Fig. 1: run 1, sizing map
Drawn at 4 px/um.
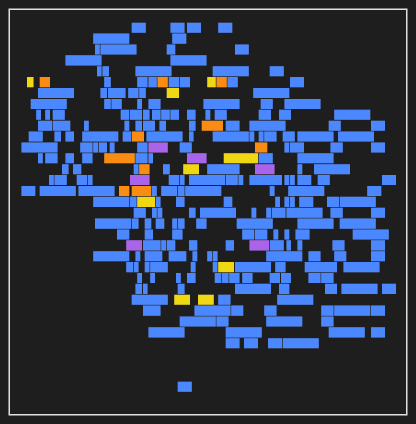
Fig. 2: run 1, cells coloured by class
Drawn at 4 px/um.
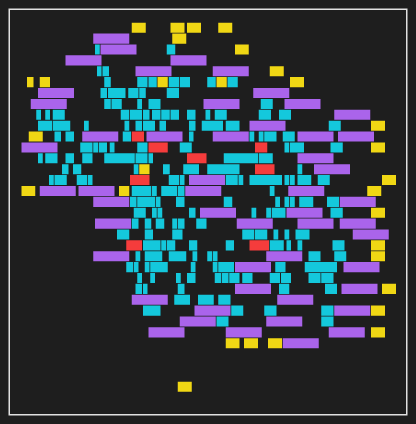
Fig. 3: run 1, M1 wires
Drawn at 4 px/um.
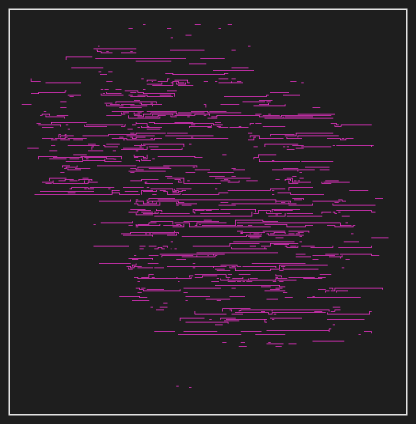
--- src/rtl/rll_key_pkg.sv ---
// Shared types and helpers for the RLL-16 key loader.
// State encoding, default key width and the parity helper.
package rll_key_pkg;

    localparam int DEF_KEY_W = 16;

    typedef enum logic [2:0] {
        ST_IDLE   = 3'd0,
        ST_SHIFT  = 3'd1,
        ST_CHECK  = 3'd2,
        ST_DONE   = 3'd3,
        ST_LOCKED = 3'd4
    } state_t;

    // XOR-reduce; callers zero-extend, which leaves the parity unchanged.
    function automatic logic even_par(input logic [63:0] d);
        return ^d;
    endfunction

endpackage

--- src/rtl/rll_timeout_ctr.sv ---
// Saturating idle-cycle counter for the key loader.
// o_expired is high once the count sits at TIMEOUT-1.
module rll_timeout_ctr #(
    parameter int TIMEOUT = 64
) (
    input  logic clk,
    input  logic rst_n,
    input  logic i_clr,
    input  logic i_inc,
    output logic o_expired
);

    localparam int TW = (TIMEOUT > 1) ? $clog2(TIMEOUT) : 1;
    localparam logic [TW-1:0] LAST = TW'(TIMEOUT - 1);

    logic [TW-1:0] r_cnt;

    // Clear has priority; increment stops at the last value.
    always_ff @(posedge clk or negedge rst_n) begin
        if (!rst_n) begin
            r_cnt <= '0;
        end else if (i_clr) begin
            r_cnt <= '0;
        end else if (i_inc && (r_cnt != LAST)) begin
            r_cnt <= r_cnt + 1'b1;
        end
    end

    assign o_expired = (r_cnt == LAST);

endmodule

--- src/rtl/rll_key_loader.sv ---
// Serial key loader for the RLL-16 locked netlist.
// Shifts in KEY_W bits plus even parity, commits only checked keys.
module rll_key_loader
    import rll_key_pkg::*;
#(
    parameter int KEY_W     = DEF_KEY_W,
    parameter int TIMEOUT   = 64,
    parameter int MAX_FAIL  = 3,
    parameter int RELOAD_EN = 0
) (
    input  logic             clk,
    input  logic             rst_n,
    input  logic             load_start,
    input  logic             sdi_valid,
    input  logic             sdi,
    output logic             sdi_ready,
    output logic [KEY_W-1:0] key_out,
    output logic             key_valid,
    output logic             load_err,
    output logic             locked,
    output logic             busy
);

    localparam int CW = $clog2(KEY_W + 1);
    localparam int FW = $clog2(MAX_FAIL + 1);
    localparam logic [CW-1:0] CNT_PAR  = CW'(KEY_W);
    localparam logic [FW-1:0] FAIL_LIM = FW'(MAX_FAIL);

    state_t           r_state;
    logic [CW-1:0]    r_cnt;
    logic [KEY_W-1:0] r_shadow;
    logic [KEY_W-1:0] r_key;
    logic             r_par;
    logic             r_kv;
    logic             r_err;
    logic [FW-1:0]    r_fail;

    logic          w_in_shift;
    logic          w_expired;
    logic          w_tmr_clr;
    logic          w_pass;
    logic [FW-1:0] w_fail_nxt;
    logic          w_lock;

    assign w_in_shift = (r_state == ST_SHIFT);
    assign w_tmr_clr  = !w_in_shift || sdi_valid || load_start;
    assign w_pass     = !(even_par(64'(r_shadow)) ^ r_par);
    assign w_fail_nxt = r_fail + 1'b1;
    assign w_lock     = (w_fail_nxt == FAIL_LIM);

    rll_timeout_ctr #(
        .TIMEOUT (TIMEOUT)
    ) u_tmr (
        .clk       (clk),
        .rst_n     (rst_n),
        .i_clr     (w_tmr_clr),
        .i_inc     (w_in_shift),
        .o_expired (w_expired)
    );

    // Frame FSM; key_out only moves on a passing check or on lockout.
    always_ff @(posedge clk or negedge rst_n) begin
        if (!rst_n) begin
            r_state  <= ST_IDLE;
            r_cnt    <= '0;
            r_shadow <= '0;
            r_key    <= '0;
            r_par    <= 1'b0;
            r_kv     <= 1'b0;
            r_err    <= 1'b0;
            r_fail   <= '0;
        end else begin
            r_err <= 1'b0;
            unique case (r_state)
                ST_IDLE: begin
                    if (load_start) begin
                        r_state  <= ST_SHIFT;
                        r_cnt    <= '0;
                        r_shadow <= '0;
                    end
                end
                ST_SHIFT: begin
                    if (load_start) begin
                        r_cnt    <= '0;
                        r_shadow <= '0;
                    end else if (sdi_valid) begin
                        if (r_cnt == CNT_PAR) begin
                            r_par   <= sdi;
                            r_state <= ST_CHECK;
                        end else begin
                            for (int i = 0; i < KEY_W; i++) begin
                                if (r_cnt == CW'(i)) r_shadow[i] <= sdi;
                            end
                            r_cnt <= r_cnt + 1'b1;
                        end
                    end else if (w_expired) begin
                        r_err  <= 1'b1;
                        r_fail <= w_fail_nxt;
                        if (w_lock) begin
                            r_state <= ST_LOCKED;
                            r_key   <= '0;
                            r_kv    <= 1'b0;
                        end else begin
                            r_state <= ST_IDLE;
                        end
                    end
                end
                ST_CHECK: begin
                    if (w_pass) begin
                        r_key   <= r_shadow;
                        r_kv    <= 1'b1;
                        r_fail  <= '0;
                        r_state <= (RELOAD_EN != 0) ? ST_IDLE : ST_DONE;
                    end else begin
                        r_err  <= 1'b1;
                        r_fail <= w_fail_nxt;
                        if (w_lock) begin
                            r_state <= ST_LOCKED;
                            r_key   <= '0;
                            r_kv    <= 1'b0;
                        end else begin
                            r_state <= ST_IDLE;
                        end
                    end
                end
                ST_DONE: begin
                    r_state <= ST_DONE;
                end
                ST_LOCKED: begin
                    r_key <= '0;
                    r_kv  <= 1'b0;
                end
                default: begin
                    r_state <= ST_IDLE;
                end
            endcase
        end
    end

    assign sdi_ready = w_in_shift;
    assign busy      = w_in_shift || (r_state == ST_CHECK);
    assign locked    = (r_state == ST_LOCKED);
    assign key_out   = r_key;
    assign key_valid = r_kv;
    assign load_err  = r_err;

endmodule

--- config.mk ---
export PLATFORM = sky130hd
export DESIGN_NAME = rll_key_loader
export DESIGN_NICKNAME = d
export VERILOG_FILES = /design/src/rtl/rll_key_pkg.sv /design/src/rtl/rll_timeout_ctr.sv /design/src/rtl/rll_key_loader.sv
export SDC_FILE = /design/constraint.sdc
export NUM_CORES = 1
export LEC_CHECK = 0
export CAP_MARGIN = 0
export CORE_AREA = 2 2 97 99
export CTS_CLUSTER_DIAMETER = 80
export DETAILED_ROUTE_END_ITERATION = 7
export DIE_AREA = 0 0 99 101
export GPL_ROUTABILITY_DRIVEN = 0
export PLACE_DENSITY = 0.57
export SLEW_MARGIN = 20
export SYNTH_ARGS = -nofsm -noshare
export SYNTH_HDL_FRONTEND = slang
export SYNTH_SLANG_ARGS = --single-unit
--- constraint.sdc ---
create_clock -name clk -period 2.75 [get_ports clk]
set_input_delay 0.4125 -clock clk [delete_from_list [all_inputs] [get_ports clk]]
set_output_delay 0.4125 -clock clk [all_outputs]
set_load 0.01 [all_outputs]
==> impl_metrics.yaml, run 1 <==
# flow metrics
timing:
  rsz0062_at_grt: "false"
  worst_slew_pin_slew_ns: 0.660
  whs_ns: 0.209
  min_period_ns: 2.29
  drv_slew: 0
  fin_crit_sh_pct: 83.3
  hold_viol: 0
pwr:
  pg_comb_uw: 190
  sequentialPower_uw: 786
  power_frac_comb_pct: 13.2
  power_mw: 1.44
  p_switching_uw: 398
  clock_power_share_pct: 32.1
  internal_power_mw: 1.04
  p_leak_nw: 1.41
  vdd_drop_max_uv: 223
cells_and_area:
  flops: 51
  comb_cells: 172
  logic_area_sq_mm: 0.00126
  diodes: 0
  stdcell_count: 381
  drive_above_1_share_pct: 9.26
floorplanning:
  fp.dieW_um: 99
  dieArea_sq_mm: 0.0100
worst_setup_path:
  crit_arrival_ns: 1.88
  r2r-end: "key_out[14]"
  reg2reg_slack_ns: 0.60
  worst-path-stages: 2
  cp-start-kind: "flip-flop"
  endpoint_kind: "primary output"
  critPathMaxFanout: 10
  critPathBufInv: 1
  reg2reg_from: "r_shadow[10]"
  path_cells: "nor3b_1, clkdlybuf4s50_1"
  cp-startpoint: "r_state[2]"
detailed_routing:
  drc: 0
  ant_nets: 0
  routed.top_layer: "met4"
  viasPerCell: 4.81
  wl_met2_mm: 2.46
  dr_wl_met3_um: 129
clock_tree:
  h-tree-depth: 2
  clk_latency_ns: 0.31
  cts_buffers: 5
  path_clk_slew_ns: 0.10
  post_cts_buffers: 0
  cts-root-buf: "clkbuf_8"
  ctsResizeCount: 0
  cts_tree: "done"
grt:
  track_usage_pct: 11.2
  met2_usage_pct: 18.3
  use_met3_pct: 2.29
yosys:
  ys_types: 47
  ys_seq_share_pct: 48.5
  top_logic_kind: "AND-OR/OR-AND gates"
  synthArstFlopShare_pct: 100
  topCellsByArea: "dfrtp_1, a22o_1, nand2_1, mux2i_1, ha_1"
  synth_nets: 254
  largest_area_cell: "dfrtp_1"
  ys_sh_xor_pct: 8.79
  synthesis.area_sq_mm: 0.00263
  adder_share_pct: 3.33
  synth_simple_gate_area_share_pct: 14.8
  ys.flops: 51
  edf_count: 0
  ys.flop_type: "dfrtp_1"
  yosys_area_sq_mm: 0.00263
run_status:
  status: "finished clean"
place:
  placed_cell_area_sq_mm: 0.00300
  pre_cts_slack_ns: 0.348
  place_hpwl_mm: 3.81
worst_hold_path:
  hp-class: "primary input to asynchronous set/reset pin"
run:
  warnings: 29
Back to the opening pictures, Fig. 1:
size	colour	cells	share
x3 and x4	orange	10	3.7%
x2	yellow	9	3.3%
x6 and larger	purple	6	2.2%
x1 and smaller	blue	245	91%
number of non-clock buffers in the layout: 30
worst setup margin: 0.460 ns
Finished Cell Area: 0.00309 sq mm
Area Growth Syn to Fin: 17.5%

Back to the opening pictures, Fig. 2:
class	colour	cells	share of their area
remaining buffers and delay cells	yellow	30	9.6%
remaining logic cells	cyan	181	44%
registers	purple	51	43%
clock drivers and dummy loads	red	8	3.3%
floorplan core area: 0.00898 sq mm
Finished Core Util: 34.5%

Back to the opening pictures, Fig. 3:
wire length on this layer	2660 um
nets with wire on the layer	249
main direction	horizontal
met1 usage: 15.6%
routed wire length: 5.26 mm
vias: 1834

[run 1: cell usage after synthesis, types with 3 or more instances]
cell type and count:
mux2i_1 9, clkbuf_1 5, nor2b_1 5, mux2_2 4
nor3_1 5, xor2_1 6, nand2b_1 3, xnor3_1 3
dfrtp_1 51, nor2_1 14, a22o_1 17, ha_1 7
o31ai_1 5, a21oi_1 5, nand2_1 29, nand3_1 4
inv_1 9, xnor2_1 10, and2_1 3, o211ai_1 3
a31oi_1 3, o21ai_0 9
[run 1: sequential cells by signal, summed over array words and instances, names as in the netlist]
register,cells
key_out,16
r_shadow,16
u_tmr.r_cnt,6
r_cnt,5
r_state,3
r_fail,2
key_valid,1
load_err,1
r_par,1
Fig. 4: run 1, close-up of the layout
Region (12, 63) to (37, 88) um. Cells in grey, sequential cells in the stronger grey; small squares are vias.
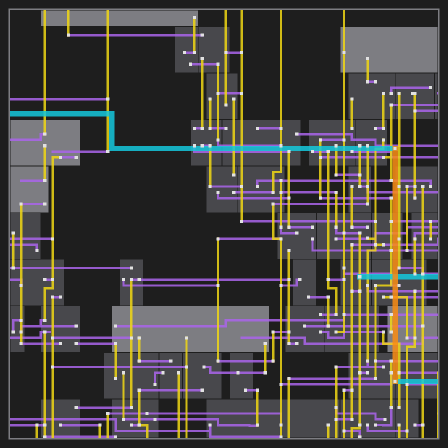

## Run 2: what changed since run 1
clock period = 2.15 ns   (was 2.75 ns; I/O delays follow)
Fig. 5: run 2, close-up of the layout
Region (12, 63) to (37, 88) um. Cells in grey, sequential cells in the stronger grey; small squares are vias.
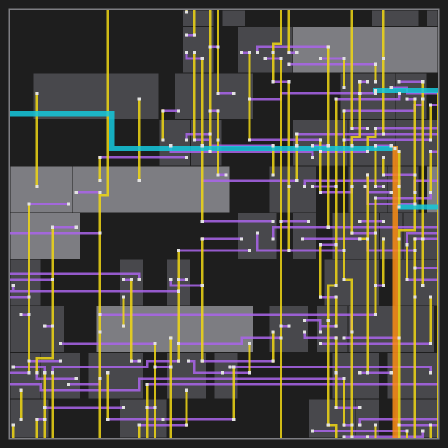
layer	colour
M2	yellow
M3	cyan
M1	purple
M4	orange
cells with their middle in the window	41
sequential cells in the window	3

Fig. 6: run 2, congestion heat map
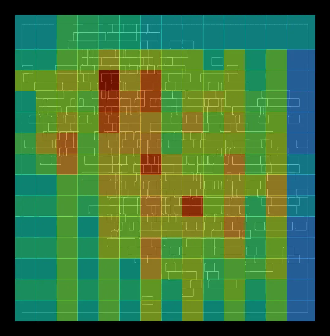
met1 usage: 15.6%
met3 Track Usage GR: 2.15%
met2 usage in global routing: 19.7%
Total Routing Usage GR: 11.6%
most used routing layer: met2

==> impl_metrics.yaml, run 2 <==
# flow metrics
yosys:
  ys.flops: 51
  synthesis.area_sq_mm: 0.00263
  yosysWarnings: 0
  topCellsByArea: "dfrtp_1, a22o_1, nand2_1, mux2i_1, ha_1"
  top_logic_kind: "AND-OR/OR-AND gates"
  synthTopCellsByCount: "dfrtp_1, nand2_1, a22o_1, nor2_1, xnor2_1"
  synth_top_cell_by_count: "dfrtp_1"
  ys_seq_share_pct: 48.5
  synth_nets: 254
  ys.flop_type: "dfrtp_1"
  yosys_area_sq_mm: 0.00263
  synth_simple_gate_area_share_pct: 14.8
  synthArstFlopShare_pct: 100
  ys_sh_xor_pct: 8.79
  largest_area_cell: "dfrtp_1"
  edf_count: 0
cells_and_area:
  final-clk-cell-share_pct: 3.54
  drive_above_1_share_pct: 17.2
  logic_area_sq_mm: 0.00129
  area_growth_syn_to_layout_pct: 26.3
  diodes: 0
  stdcell_count: 401
  comb_cells: 172
  flops: 51
detailed_routing:
  ant_nets: 0
  routed.top_layer: "met4"
  drc: 0
  wl_met2_mm: 2.65
  viasPerCell: 4.83
timing:
  post-route-worst-setup-slack_ns: 0.0521
  hold_viol: 0
  fin_crit_sh_pct: 97.6
  rsz0062_at_grt: "true"
  whs_ns: 0.482
  min_period_ns: 2.10
  fin_skew_ns: 0.00851
worst_setup_path:
  reg2reg_from: "r_shadow[6]"
  cp-startpoint: "r_shadow[6]"
  path_cells: "xnor2_1, xnor3_1, xnor3_2, buf_6, a2111oi_1"
  r2r-end: "r_state[0]"
  crit_arrival_ns: 2.28
  worst-path-stages: 5
  cp-start-kind: "flip-flop"
  reg2reg_slack_ns: 0.05
  critPathMaxFanout: 5
  endpoint_kind: "flip-flop"
  critPathBufInv: 1
worst_hold_path:
  hp-class: "flip-flop to flip-flop"
floorplanning:
  fp.coreArea_sq_mm: 0.00898
  dieArea_sq_mm: 0.0100
  fp.dieW_um: 99
clock_tree:
  clk_latency_ns: 0.30
  post_cts_buffers: 1
  path_clk_slew_ns: 0.10
  cts-root-buf: "clkbuf_8"
  h-tree-depth: 2
  cts_tree: "done"
  cts_buffers: 5
pwr:
  clock_power_share_pct: 34.5
  power_frac_comb_pct: 14.9
  p_switching_uw: 487
  p_leak_nw: 1.53
  internal_power_mw: 1.50
  sequentialPower_mw: 1.00
  power_mw: 1.99
  pg_comb_uw: 297
run_status:
  status: "finished clean"
place:
  place_hpwl_mm: 4.15
  pre_cts_slack_ns: -0.0930
  placed_cell_area_sq_mm: 0.00316
grt:
  grt_pass1_vias: 1944
Fig. 7: run 2, M1 wires
Drawn at 4 px/um.
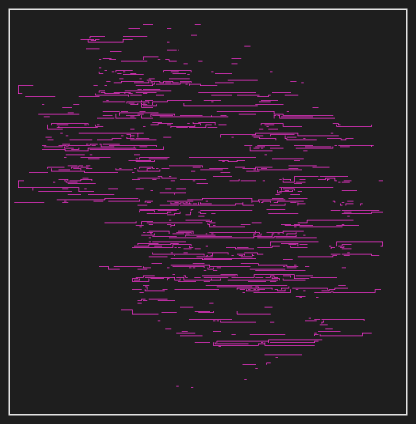
longest straight run	21.2 um
wire length on this layer	2500 um
nets with wire on the layer	268
share of all routed wire	47%
routed wire length: 5.37 mm
vias: 1938

run 2: cell counts after synthesis:
Identical to the previous run, type by type.
run 2: worst register-to-register path, stage by stage, from the launching register on:
cell and delay (ns):
dfrtp_1 0.42, xnor2_1 0.17, xnor3_1 0.45, xnor3_2 0.40, buf_6 0.15, a2111oi_1 0.39
run 2: worst min path at each step:
stage                     endpoint  depth (start not counted)  slack (ns)
finish                   key_valid                          1        0.48
global route             key_valid                          1        0.52
CTS                      key_valid                          1        0.49
detailed placement  u_tmr.r_cnt[1]                          1        0.33
global placement    u_tmr.r_cnt[0]                          1        0.32
floorplan               key_out[0]                          0        0.03
Fig. 8: run 2, cells coloured by class
Drawn at 4 px/um.
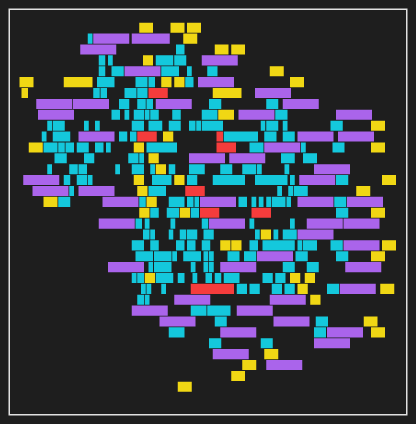

## Run 3: what changed since run 2
DONT_BUFFER_PORTS = 1   (was unset)
PLACE_DENSITY = 0.53   (was 0.57)
Fig. 9: run 3, cells coloured by class
Drawn at 4 px/um.
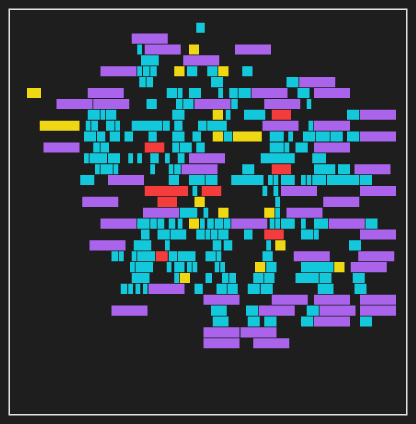
class	colour	cells	share of their area
registers	purple	51	44%
remaining logic cells	cyan	182	46%
remaining buffers and delay cells	yellow	16	5.4%
clock drivers and dummy loads	red	8	4.2%
row cnt: 35
Finished Cell Area: 0.00301 sq mm
Finished Core Util: 33.5%

Fig. 10: run 3, sizing map
Drawn at 4 px/um.
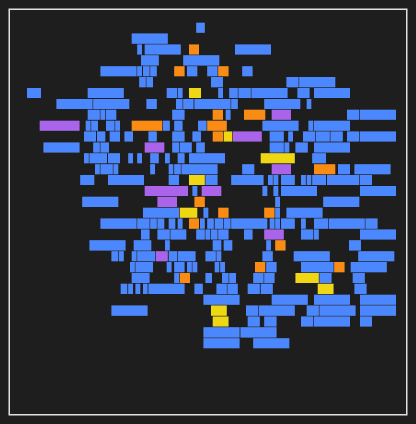
size	colour	cells	share
x2	yellow	9	3.5%
x6 and larger	purple	10	3.9%
x1 and smaller	blue	221	86%
x3 and x4	orange	17	6.6%
Area Growth Syn to Fin: 14.4%
worst setup margin: 0.0463 ns
number of non-clock buffers in the layout: 16

==> impl_metrics.yaml, run 3 <==
# flow metrics
detailed_routing:
  ant_nets: 0
  drc: 0
  routed.top_layer: "met4"
  drt-pass1-iter-count: 4
  viasPerCell: 5.03
  wl_met2_mm: 2.67
clock_tree:
  h-tree-depth: 2
  post_cts_buffers: 0
  cts_tree: "done"
  cts_buffers: 5
  clk_latency_ns: 0.31
  path_clk_slew_ns: 0.10
  cts-root-buf: "clkbuf_8"
cells_and_area:
  final-clk-cell-share_pct: 4.03
  flops: 51
  stdcell_count: 368
  diodes: 0
  drive_above_1_share_pct: 14.0
  comb_cells: 173
  biggestCellCategory: "combinational gates"
  logic_area_sq_mm: 0.00129
pwr:
  power_frac_comb_pct: 12.5
  p_switching_uw: 512
  clock_power_share_pct: 36.9
  p_leak_nw: 1.40
  internal_power_mw: 1.47
  pg_comb_uw: 248
  power_mw: 1.99
  sequentialPower_mw: 1.01
yosys:
  yosysWarnings: 0
  synthTopCellsByCount: "dfrtp_1, nand2_1, a22o_1, nor2_1, xnor2_1"
  topCellsByArea: "dfrtp_1, a22o_1, nand2_1, mux2i_1, ha_1"
  yosys_area_sq_mm: 0.00263
  ys.flop_type: "dfrtp_1"
  top_logic_kind: "AND-OR/OR-AND gates"
  ys.flops: 51
  largest_area_cell: "dfrtp_1"
  ys_sh_xor_pct: 8.79
  synthArstFlopShare_pct: 100
  synthesis.area_sq_mm: 0.00263
  synth_simple_gate_area_share_pct: 14.8
  synth_top_cell_by_count: "dfrtp_1"
  edf_count: 0
  synth_nets: 254
place:
  place_hpwl_mm: 3.99
  dpl.cell_count: 357
  placed_cell_area_sq_mm: 0.00283
  pre_cts_slack_ns: 0.0157
grt:
  track_usage_pct: 11.7
  grt_pass1_vias: 1902
  use_met3_pct: 3.33
  gr-max-usage-layer: "met2"
  met2_usage_pct: 18.5
worst_setup_path:
  endpoint_kind: "flip-flop"
  path_cells: "xor2_1, xnor3_1, xnor3_2, a21o_4, a22o_1"
  cp-start-kind: "flip-flop"
  critPathBufInv: 0
  worst-setup-path-type: "flip-flop to flip-flop"
  reg2reg_slack_ns: 0.05
  critPathMaxFanout: 8
  crit_arrival_ns: 2.30
floorplanning:
  dieArea_sq_mm: 0.0100
  fp.coreArea_sq_mm: 0.00898
  fp.dieW_um: 99
  die_h_um: 101
timing:
  whs_ns: 0.0860
  min_period_ns: 2.10
  fin_skew_ns: 0.0143
  fin_crit_sh_pct: 97.8
  hold_viol: 0
run_status:
  status: "finished clean"
worst_hold_path:
  hp-class: "primary input to flip-flop"
Fig. 11: run 3, M1 wires
Drawn at 4 px/um.
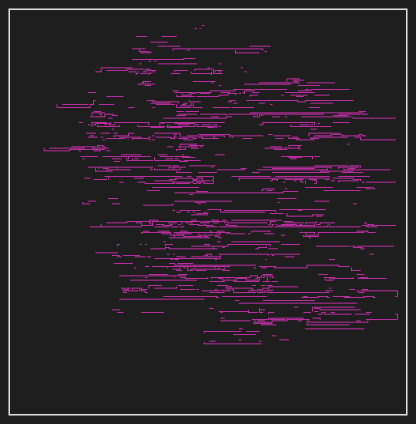
share of all routed wire	47%
main direction	horizontal
met1 usage: 15.7%
vias: 1850
routed wire length: 5.65 mm

## run 3: path summary, 6_finish.rpt
check	endpoint	cells after the start	from
min reg2reg	key_out[12]	1	r_shadow[12]
min	r_cnt[2]	1	load_start
max in group asynchronous	r_shadow[6]	2	rst_n
max reg2reg	key_out[15]	5	r_shadow[13]
min in group asynchronous	u_tmr.r_cnt[3]	2	rst_n
max	key_out[15]	5	r_shadow[13]
## run 3: logic make-up after synthesis
logic type,after synthesis
xor gates and xnor gates,20
buffers and inverters,19
AOI/OAI and AO/OA,56
DFF,51
and+or+nand+nor,76
adders and majority gates,7
muxes,13
## run 3: repair_timing
item,4_1_cts,5_1_grt
setup endpoints to repair,0,16
hold buffers,2,0
resized,0,2
endpoints found under the hold margin,51,0
No activity file was given, so power comes from the tool's default toggle rates.
